Run 1, metal 2:
The bar under the picture is 20 um long. Cells faint in the background.
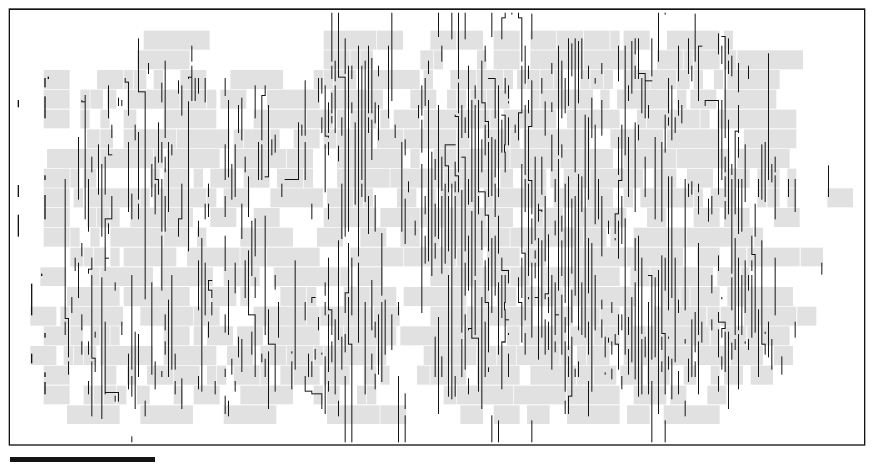
Run 1, track usage over the die:
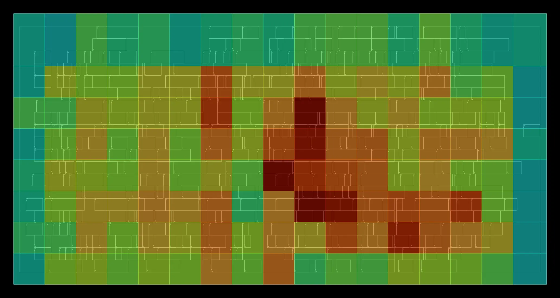
Run 1, M1 wires:
The bar under the picture is 20 um long. Supply wires on this layer in gray. Cells faint in the background.
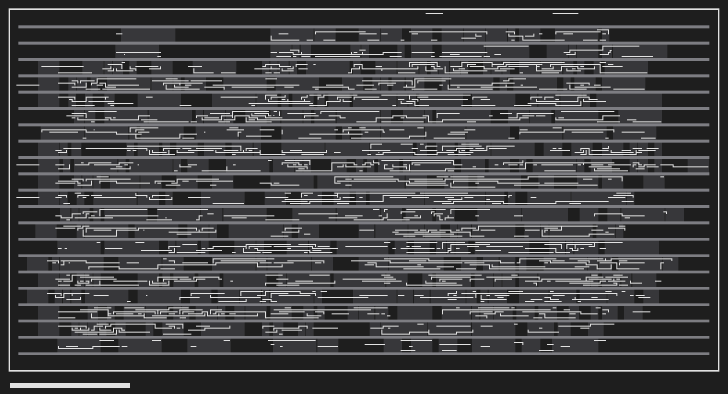
--- src/rtl/serializer_tx.sv ---
// serializer_tx: parallel-to-serial transmit stage.
// Accepts one 32-bit packet per in_en/in_ready handshake into a one-entry
// holding register and emits a 41-bit frame on ser_out: the 8-bit sync
// pattern MSB-first, the 32 data bits MSB-first (field0 first), then one
// even-parity bit.  The holding register refills while a frame is being
// sent, so consecutive frames follow each other with no idle cycle.
//
// Ports:
//   clk         rising-edge clock
//   rst         synchronous reset, active-low
//   in_data     packet: field0=[31:24], field1=[23:16], field2=[15:8], field3=[7:0]
//   in_en       upstream data valid
//   in_ready    holding register empty (combinational from hold_valid and rst)
//   ser_out     serial bit (registered)
//   ser_valid   ser_out carries a frame bit (registered)
//   frame_start high during the first sync bit of each frame (registered)
//   busy        frame in progress or word held (registered)
module serializer_tx #(
  parameter logic [7:0] SYNC_PATTERN = 8'hA5,
  parameter logic       IDLE_LEVEL   = 1'b1
) (
  input  logic        clk,
  input  logic        rst,
  input  logic [31:0] in_data,
  input  logic        in_en,
  output logic        in_ready,
  output logic        ser_out,
  output logic        ser_valid,
  output logic        frame_start,
  output logic        busy
);

  typedef enum logic [1:0] {
    IDLE   = 2'd0,
    SYNC   = 2'd1,
    DATA   = 2'd2,
    PARITY = 2'd3
  } state_t;

  state_t      state, state_n;
  logic [31:0] hold_reg, hold_reg_n;
  logic        hold_valid, hold_valid_n;
  logic [31:0] sh, sh_n;
  logic [5:0]  cnt, cnt_n;
  logic        par, par_n;
  logic        ser_out_n, ser_valid_n, frame_start_n, busy_n;
  logic        accept, load;

  assign in_ready = rst && !hold_valid;
  assign accept   = in_en && in_ready;

  always_comb begin
    state_n       = state;
    hold_reg_n    = hold_reg;
    hold_valid_n  = hold_valid;
    sh_n          = sh;
    cnt_n         = cnt;
    par_n         = par;
    ser_out_n     = IDLE_LEVEL;
    ser_valid_n   = 1'b0;
    frame_start_n = 1'b0;
    load          = 1'b0;

    unique case (state)
      IDLE: begin
        if (hold_valid) load = 1'b1;
      end
      SYNC: begin
        ser_out_n     = SYNC_PATTERN[3'd7 - cnt[2:0]];
        ser_valid_n   = 1'b1;
        frame_start_n = (cnt == 6'd0);
        if (cnt == 6'd7) begin
          state_n = DATA;
          cnt_n   = '0;
        end else begin
          cnt_n = cnt + 6'd1;
        end
      end
      DATA: begin
        ser_out_n   = sh[31];
        ser_valid_n = 1'b1;
        sh_n        = {sh[30:0], 1'b0};
        par_n       = par ^ sh[31];
        if (cnt == 6'd31) begin
          state_n = PARITY;
          cnt_n   = '0;
        end else begin
          cnt_n = cnt + 6'd1;
        end
      end
      PARITY: begin
        ser_out_n   = par;
        ser_valid_n = 1'b1;
        if (hold_valid) load = 1'b1;
        else            state_n = IDLE;
      end
      default: state_n = IDLE;
    endcase

    // Load from the holding register (IDLE or end of PARITY). in_ready is
    // low whenever hold_valid is set, so a load and an accept never coincide.
    if (load) begin
      sh_n         = hold_reg;
      hold_valid_n = 1'b0;
      par_n        = 1'b0;
      cnt_n        = '0;
      state_n      = SYNC;
    end

    if (accept) begin
      hold_reg_n   = in_data;
      hold_valid_n = 1'b1;
    end

    busy_n = (state_n != IDLE) || hold_valid_n;
  end

  always_ff @(posedge clk) begin
    if (!rst) begin
      state       <= IDLE;
      hold_reg    <= '0;
      hold_valid  <= 1'b0;
      sh          <= '0;
      cnt         <= '0;
      par         <= 1'b0;
      ser_out     <= IDLE_LEVEL;
      ser_valid   <= 1'b0;
      frame_start <= 1'b0;
      busy        <= 1'b0;
    end else begin
      state       <= state_n;
      hold_reg    <= hold_reg_n;
      hold_valid  <= hold_valid_n;
      sh          <= sh_n;
      cnt         <= cnt_n;
      par         <= par_n;
      ser_out     <= ser_out_n;
      ser_valid   <= ser_valid_n;
      frame_start <= frame_start_n;
      busy        <= busy_n;
    end
  end

endmodule
--- config.mk ---
export PLATFORM = sky130hd
export DESIGN_NAME = serializer_tx
export DESIGN_NICKNAME = d
export VERILOG_FILES = /design/src/rtl/serializer_tx.sv
export SDC_FILE = /design/constraint.sdc
export NUM_CORES = 1
export LEC_CHECK = 0
export CAP_MARGIN = 5
export CORE_ASPECT_RATIO = 0.5
export CORE_UTILIZATION = 50
export DETAILED_ROUTE_END_ITERATION = 10
export PLACE_DENSITY = 0.76
export SLEW_MARGIN = 10
export SYNTH_ARGS = -nofsm -noshare
export SYNTH_HDL_FRONTEND = slang
export SYNTH_SLANG_ARGS = --single-unit
export TNS_END_PERCENT = 1
--- constraint.sdc ---
create_clock -name clk -period 1.4 [get_ports clk]
set_input_delay 0.28 -clock clk [delete_from_list [all_inputs] [get_ports clk]]
set_output_delay 0.28 -clock clk [all_outputs]
set_load 0.01 [all_outputs]
==> impl_metrics.xml, run 1 <==
<?xml version="1.0" encoding="UTF-8"?>
<metrics>
  <group name="timing">
    <metric name="rsz_0062_raised_after_global_routing" unit="">true</metric>
    <metric name="hold_violations" unit="">0</metric>
    <metric name="layout_setup_ws" unit="ns">-0.146</metric>
    <metric name="hold_ws" unit="ns">0.444</metric>
    <metric name="final-setup-viol-count" unit="">16</metric>
  </group>
  <group name="pwr">
    <metric name="power_frac_seq" unit="">0.453</metric>
    <metric name="clock_power" unit="mW">2.35</metric>
    <metric name="power-per-cell-area" unit="nW/um2">1240</metric>
    <metric name="comb_power_share" unit="">0.116</metric>
    <metric name="comb-power" unit="mW">0.631</metric>
    <metric name="maxPowerGroup" unit="">registers</metric>
  </group>
  <group name="cells_and_area">
    <metric name="final.signal_buffer_count" unit="">61</metric>
    <metric name="clkbuf_count" unit="">11</metric>
    <metric name="num-nets-final" unit="">449</metric>
    <metric name="drive_gt1_frac" unit="">0.174</metric>
    <metric name="final-clk-cell-share" unit="">0.0684</metric>
    <metric name="seq_area_frac" unit="">0.359</metric>
    <metric name="comb-cell-share" unit="">0.401</metric>
  </group>
  <group name="cts">
    <metric name="cts_tree" unit="">done</metric>
    <metric name="clock_latency" unit="ns">0.34</metric>
    <metric name="cts_hold_repair.buffers" unit="">0</metric>
    <metric name="cts-buffers-inserted" unit="">9</metric>
  </group>
  <group name="critical_path">
    <metric name="critPathLaunchType" unit="">flop</metric>
    <metric name="critPathSlowestCell" unit="">or3_4</metric>
    <metric name="worst_setup_path_end_kind" unit="">flop</metric>
    <metric name="critical_path_cell_sequence" unit="">or3_4 &gt; o21ai_0 &gt; a31o_2 &gt; o311ai_2</metric>
    <metric name="timing.critical_path.buf_inv" unit="">0</metric>
    <metric name="cp_data_required_time" unit="ns">1.61</metric>
  </group>
  <group name="placement">
    <metric name="portBuffers" unit="">39</metric>
    <metric name="dpl.cell_count" unit="">485</metric>
    <metric name="place.gp.congestion" unit="">0.849</metric>
  </group>
  <group name="grt">
    <metric name="grtUsageMet1" unit="">0.244</metric>
    <metric name="global_route.overflow_total" unit="">0</metric>
    <metric name="grt_pass1_vias" unit="">2350</metric>
  </group>
  <group name="yosys">
    <metric name="synthAoiAreaFrac" unit="">0.181</metric>
    <metric name="synth.net_count" unit="">405</metric>
    <metric name="synth_cells" unit="">364</metric>
    <metric name="yosys-stat-cells" unit="">364</metric>
    <metric name="synth.comb.largest_family" unit="">AND-OR/OR-AND gates</metric>
    <metric name="top_cell_area_share" unit="">0.465</metric>
  </group>
  <group name="run_status">
    <metric name="outcome" unit="">finished with violations</metric>
    <metric name="violations" unit="">negative setup slack</metric>
  </group>
  <group name="floorplanning">
    <metric name="core-area" unit="um2">6260</metric>
    <metric name="dieWidth" unit="um">118</metric>
    <metric name="taps" unit="">88</metric>
    <metric name="ioPinCount" unit="">40</metric>
    <metric name="core_util_floorplan" unit="">0.536</metric>
  </group>
  <group name="drt">
    <metric name="drt.antenna.violating_nets" unit="">0</metric>
    <metric name="top_layer" unit="">met4</metric>
  </group>
  <group name="job">
    <metric name="max-cap-violations" unit="">0</metric>
  </group>
</metrics>
Notes on 'metal 2' above:
share of all routed wire: 48%
nets with wire on the layer: 364
main direction: vertical
wire length on this layer: 3490 um
longest straight run: 30.6 um
number of vias in the routed layout: 2654
sum of routed wire length over all layers: 7330 um
met2 Usage GRT: 0.329

Notes on 'track usage over the die' above:
total routing resource utilization after global routing: 0.205
global route hottest layer: met2
final core utilization: 0.702
global-route track usage on met3: 0.0849

Notes on 'M1 wires' above:
longest straight run: 25.8 um
wire length on this layer: 3380 um

-- run 1: per-stage QoR --
| stage | setup slack, ns | instance area (um2) |
|---|---|---|
| 3_5_place_dp | -0.157 | 3980 |
| 3_3_place_gp | -0.0647 | 3980 |
| 2_1_floorplan | -0.00893 | 3390 |
| 5_1_grt | -0.179 | 4390 |
| 4_1_cts | -0.0623 | 4310 |
| 6_report | -0.146 | 4390 |
-- run 1: worst paths after layout --
check	startpoint	end	slack, ns	depth (start not counted)
worst max register to register	cnt[5]	busy	-0.15	4
worst min register to register	hold_reg[26]	hold_reg[26]	0.46	2
worst min-delay path	rst	sh[20]	0.44	3
worst max-delay path	cnt[5]	busy	-0.15	4
-- run 1: worst min-delay path, stage by stage --
cell     delay (ns)
buf_2          0.12
buf_12         0.19
o211a_1        0.14
--- run 2 (diff from run 1) ---
HOLD_SLACK_MARGIN = 0.06   (was unset)
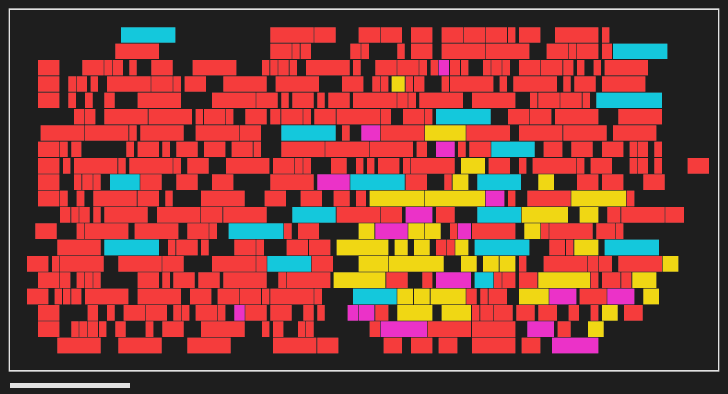
Run 2: sizing map
The bar under the picture is 20 um long.
| color | size | cells |
|---|---|---|
| magenta | drive 2 | 17 |
| red | drive 1 or less | 341 |
| cyan | drive 6 and up | 18 |
| yellow | drive 3 to 4 | 37 |

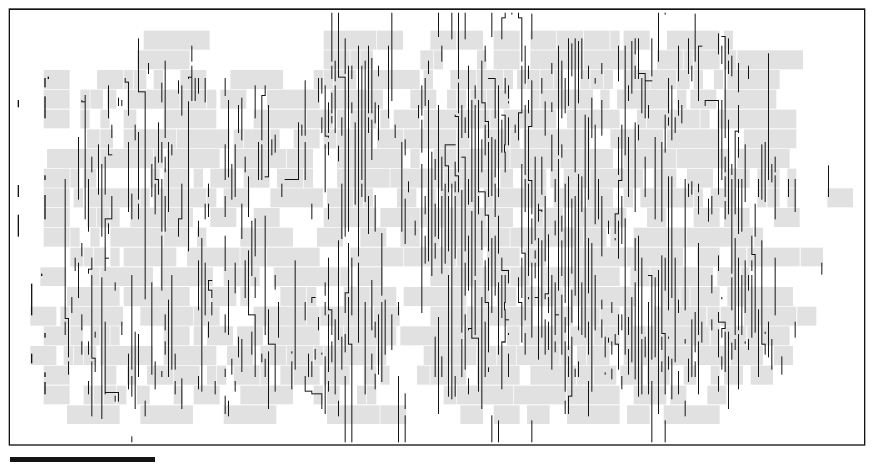
Run 2: metal 2
The bar under the picture is 20 um long. Cells faint in the background.
wire length on this layer: 3490 um
share of all routed wire: 48%
main direction: vertical
nets with wire on the layer: 364

==> run 2 against run 1 <==
Against the previous run:
- final cell count did not move
- cell area did not move
- the flow still finishes with violations (negative setup slack)
- largest power group unchanged
- worst hold slack did not move
- maximum frequency did not move
- critical path type unchanged
==> impl_metrics.xml, run 2 <==
<?xml version="1.0" encoding="UTF-8"?>
<metrics>
  <group name="run_status">
    <metric name="outcome" unit="">finished with violations</metric>
    <metric name="violations" unit="">negative setup slack</metric>
  </group>
  <group name="placement">
    <metric name="place.gp.congestion" unit="">0.849</metric>
    <metric name="dp_slack" unit="ns">-0.157</metric>
    <metric name="dpl.cell_count" unit="">485</metric>
    <metric name="portBuffers" unit="">39</metric>
  </group>
  <group name="pwr">
    <metric name="power_frac_seq" unit="">0.453</metric>
    <metric name="comb-power" unit="mW">0.631</metric>
    <metric name="clock_power" unit="mW">2.35</metric>
    <metric name="maxPowerGroup" unit="">registers</metric>
    <metric name="power-per-cell-area" unit="nW/um2">1240</metric>
  </group>
  <group name="timing">
    <metric name="layout_setup_ws" unit="ns">-0.146</metric>
    <metric name="rsz_0062_raised_after_global_routing" unit="">true</metric>
    <metric name="final-setup-viol-count" unit="">16</metric>
    <metric name="hold_violations" unit="">0</metric>
  </group>
  <group name="cts">
    <metric name="cts_tree" unit="">done</metric>
    <metric name="cts-buffers-inserted" unit="">9</metric>
    <metric name="clock_latency" unit="ns">0.34</metric>
  </group>
  <group name="floorplanning">
    <metric name="taps" unit="">88</metric>
    <metric name="dieWidth" unit="um">118</metric>
    <metric name="ioPinCount" unit="">40</metric>
    <metric name="core-area" unit="um2">6260</metric>
  </group>
  <group name="cells_and_area">
    <metric name="comb-cell-share" unit="">0.401</metric>
    <metric name="num-nets-final" unit="">449</metric>
    <metric name="postLayoutCellArea" unit="um2">4390</metric>
    <metric name="drive_gt1_frac" unit="">0.174</metric>
    <metric name="final-clk-cell-share" unit="">0.0684</metric>
    <metric name="final.signal_buffer_count" unit="">61</metric>
    <metric name="clkbuf_count" unit="">11</metric>
  </group>
  <group name="grt">
    <metric name="grtUsageTotal" unit="">0.205</metric>
    <metric name="global_route.overflow_total" unit="">0</metric>
  </group>
  <group name="drt">
    <metric name="drt.antenna.violating_nets" unit="">0</metric>
    <metric name="totalWireLength" unit="um">7330</metric>
  </group>
  <group name="yosys">
    <metric name="yosys-stat-cells" unit="">364</metric>
    <metric name="synth_cells" unit="">364</metric>
  </group>
  <group name="critical_path">
    <metric name="regToRegSetupSlack" unit="ns">-0.15</metric>
    <metric name="critPathSlowestCell" unit="">or3_4</metric>
    <metric name="worst_setup_path_end_kind" unit="">flop</metric>
    <metric name="critical_path_cell_sequence" unit="">or3_4 &gt; o21ai_0 &gt; a31o_2 &gt; o311ai_2</metric>
  </group>
  <group name="job">
    <metric name="max-cap-violations" unit="">0</metric>
  </group>
</metrics>
==> run 2: cell counts after synthesis <==
No cell type changed its count.
==> run 2: path summary, 6_finish.rpt <==
| path | cells past startpoint | to | start |
|---|---|---|---|
| setup / recovery | 4 | busy | cnt[5] |
| hold reg to reg | 2 | hold_reg[26] | hold_reg[26] |
| hold / removal | 3 | sh[20] | rst |
| setup reg to reg | 4 | busy | cnt[5] |
==> run 2: kinds of logic after synthesis <==
family / share of synthesized area
xor+xnor: 0.0183
simple gates: 0.169
compound gates: 0.181
flops: 0.465
buf+inv: 0.0481
mux: 0.0955
fa+ha+maj: 0.0224
==> run 2: metal layers <==
metal,vias up,global-route usage,routed length [um]
met5,-,0,0
met4,0,0.0989,100
met3,11,0.0849,364
met2,61,0.329,3490
met1,1249,0.244,3380
li1,1333,-,-
--- run 3 (diff from run 2) ---
CORE_UTILIZATION = 52   (was 50)
CTS_BUF_LIST = sky130_fd_sc_hd__clkbuf_8   (was unset)
PLACE_DENSITY = 0.78   (was 0.76)
==> run 3 against run 2 <==
Against the previous run:
- the run still ends with negative setup slack left
- die area down 3.8%
- cell area down 3.1%
- clock power fell by 29%
- clock skew grew 0.0023 ns
- maximum frequency up 0.69%
- global-route usage up 0.81 points
- combinational power decreased by 3.8%
- synthesized area stayed put
- final cell count down 0.20%
- count of clock-buffer cells in the layout shrank 1
- worst hold slack got worse by 0.0030 ns
- flip-flop count did not move
- critical path type unchanged
- largest power group unchanged
==> impl_metrics.xml, run 3 <==
<?xml version="1.0" encoding="UTF-8"?>
<metrics>
  <group name="run_status">
    <metric name="outcome" unit="">finished with violations</metric>
    <metric name="violations" unit="">negative setup slack</metric>
  </group>
  <group name="timing">
    <metric name="layout_setup_ws" unit="ns">-0.136</metric>
    <metric name="rsz_0062_raised_after_global_routing" unit="">true</metric>
    <metric name="final-setup-viol-count" unit="">38</metric>
  </group>
  <group name="cts">
    <metric name="cts_tree" unit="">done</metric>
  </group>
  <group name="critical_path">
    <metric name="reg2reg_depth" unit="">6</metric>
    <metric name="critical_path.startpoint" unit="">state[1]</metric>
    <metric name="worstSetupPathDepth" unit="">6</metric>
    <metric name="regToRegSetupSlack" unit="ns">-0.14</metric>
    <metric name="critical_path_cell_sequence" unit="">inv_2 &gt; ha_4 &gt; a21oi_2 &gt; o21bai_4 &gt; a2111oi_4 &gt; o311ai_2</metric>
    <metric name="timing.rr.start" unit="">state[1]</metric>
  </group>
  <group name="placement">
    <metric name="portBuffers" unit="">39</metric>
    <metric name="dpl.cell_count" unit="">484</metric>
  </group>
  <group name="pwr">
    <metric name="power_frac_seq" unit="">0.519</metric>
    <metric name="power-per-cell-area" unit="nW/um2">1120</metric>
  </group>
  <group name="yosys">
    <metric name="synth_cells" unit="">364</metric>
    <metric name="synthAoiAreaFrac" unit="">0.181</metric>
    <metric name="synth.comb.largest_family" unit="">AND-OR/OR-AND gates</metric>
    <metric name="simple_gate_share" unit="">0.169</metric>
    <metric name="yosys-stat-cells" unit="">364</metric>
    <metric name="yosys-mux-area-fraction" unit="">0.0955</metric>
    <metric name="synth-adder-area-share" unit="">0.0224</metric>
  </group>
  <group name="cells_and_area">
    <metric name="clkbuf_count" unit="">10</metric>
    <metric name="comb-cell-share" unit="">0.406</metric>
    <metric name="drive_gt1_frac" unit="">0.163</metric>
    <metric name="final.signal_buffer_count" unit="">61</metric>
    <metric name="postLayoutCellArea" unit="um2">4260</metric>
  </group>
  <group name="grt">
    <metric name="global_route.overflow_total" unit="">0</metric>
  </group>
  <group name="floorplanning">
    <metric name="dieWidth" unit="um">116</metric>
    <metric name="taps" unit="">88</metric>
  </group>
  <group name="worst_hold_path">
    <metric name="worstHoldEndpoint" unit="">sh[17]</metric>
    <metric name="hold_start" unit="">rst</metric>
  </group>
  <group name="drt">
    <metric name="totalWireLength" unit="um">6710</metric>
  </group>
</metrics>
[run 3: per-layer routing]
layer,up-vias,GRT usage,wire length (um)
met4,0,0.0946,131
met1,1200,0.264,3290
li1,1337,-,-
met2,38,0.349,3090
met3,14,0.0628,203
met5,-,0,0
[run 3: power groups by stage]
stage          Clock [mW]  Combinational, mW  Sequential, mW
3_5_place_dp            0              0.588            2.51
5_1_grt              1.83              0.674            2.48
6_report             1.68              0.607            2.46
2_1_floorplan           0              0.358            2.49
4_1_cts              1.71              0.588            2.46
3_3_place_gp            0              0.561            2.51
[run 3: worst register-to-register path, delay by kind of cell, from the launching register on]
family                   cells  cell delay, ns
adder cells (fa/ha/maj)      1            0.17
AND-OR/OR-AND                4            0.79
buffers and inverters        1            0.06
flip-flops                   1            0.38
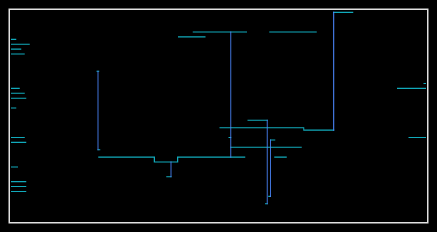
Run 3: routed metal, one color a layer
Only two layers are drawn.
| color | layer | wire length |
|---|---|---|
| cyan | met3 | 203 um |
| blue | met4 | 132 um |
number of vias in the routed layout: 2589
total routing resource utilization after global routing: 0.213
final routed wire length divided by cell count: 13.4 um

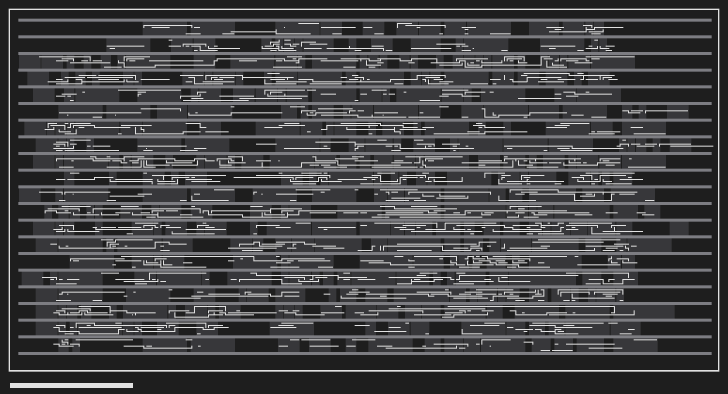
Run 3: M1 wires
The bar under the picture is 20 um long. Supply wires on this layer in gray. Cells faint in the background.
longest straight run: 27.1 um
share of all routed wire: 49%

Power is estimated from default activity; no workload was simulated.
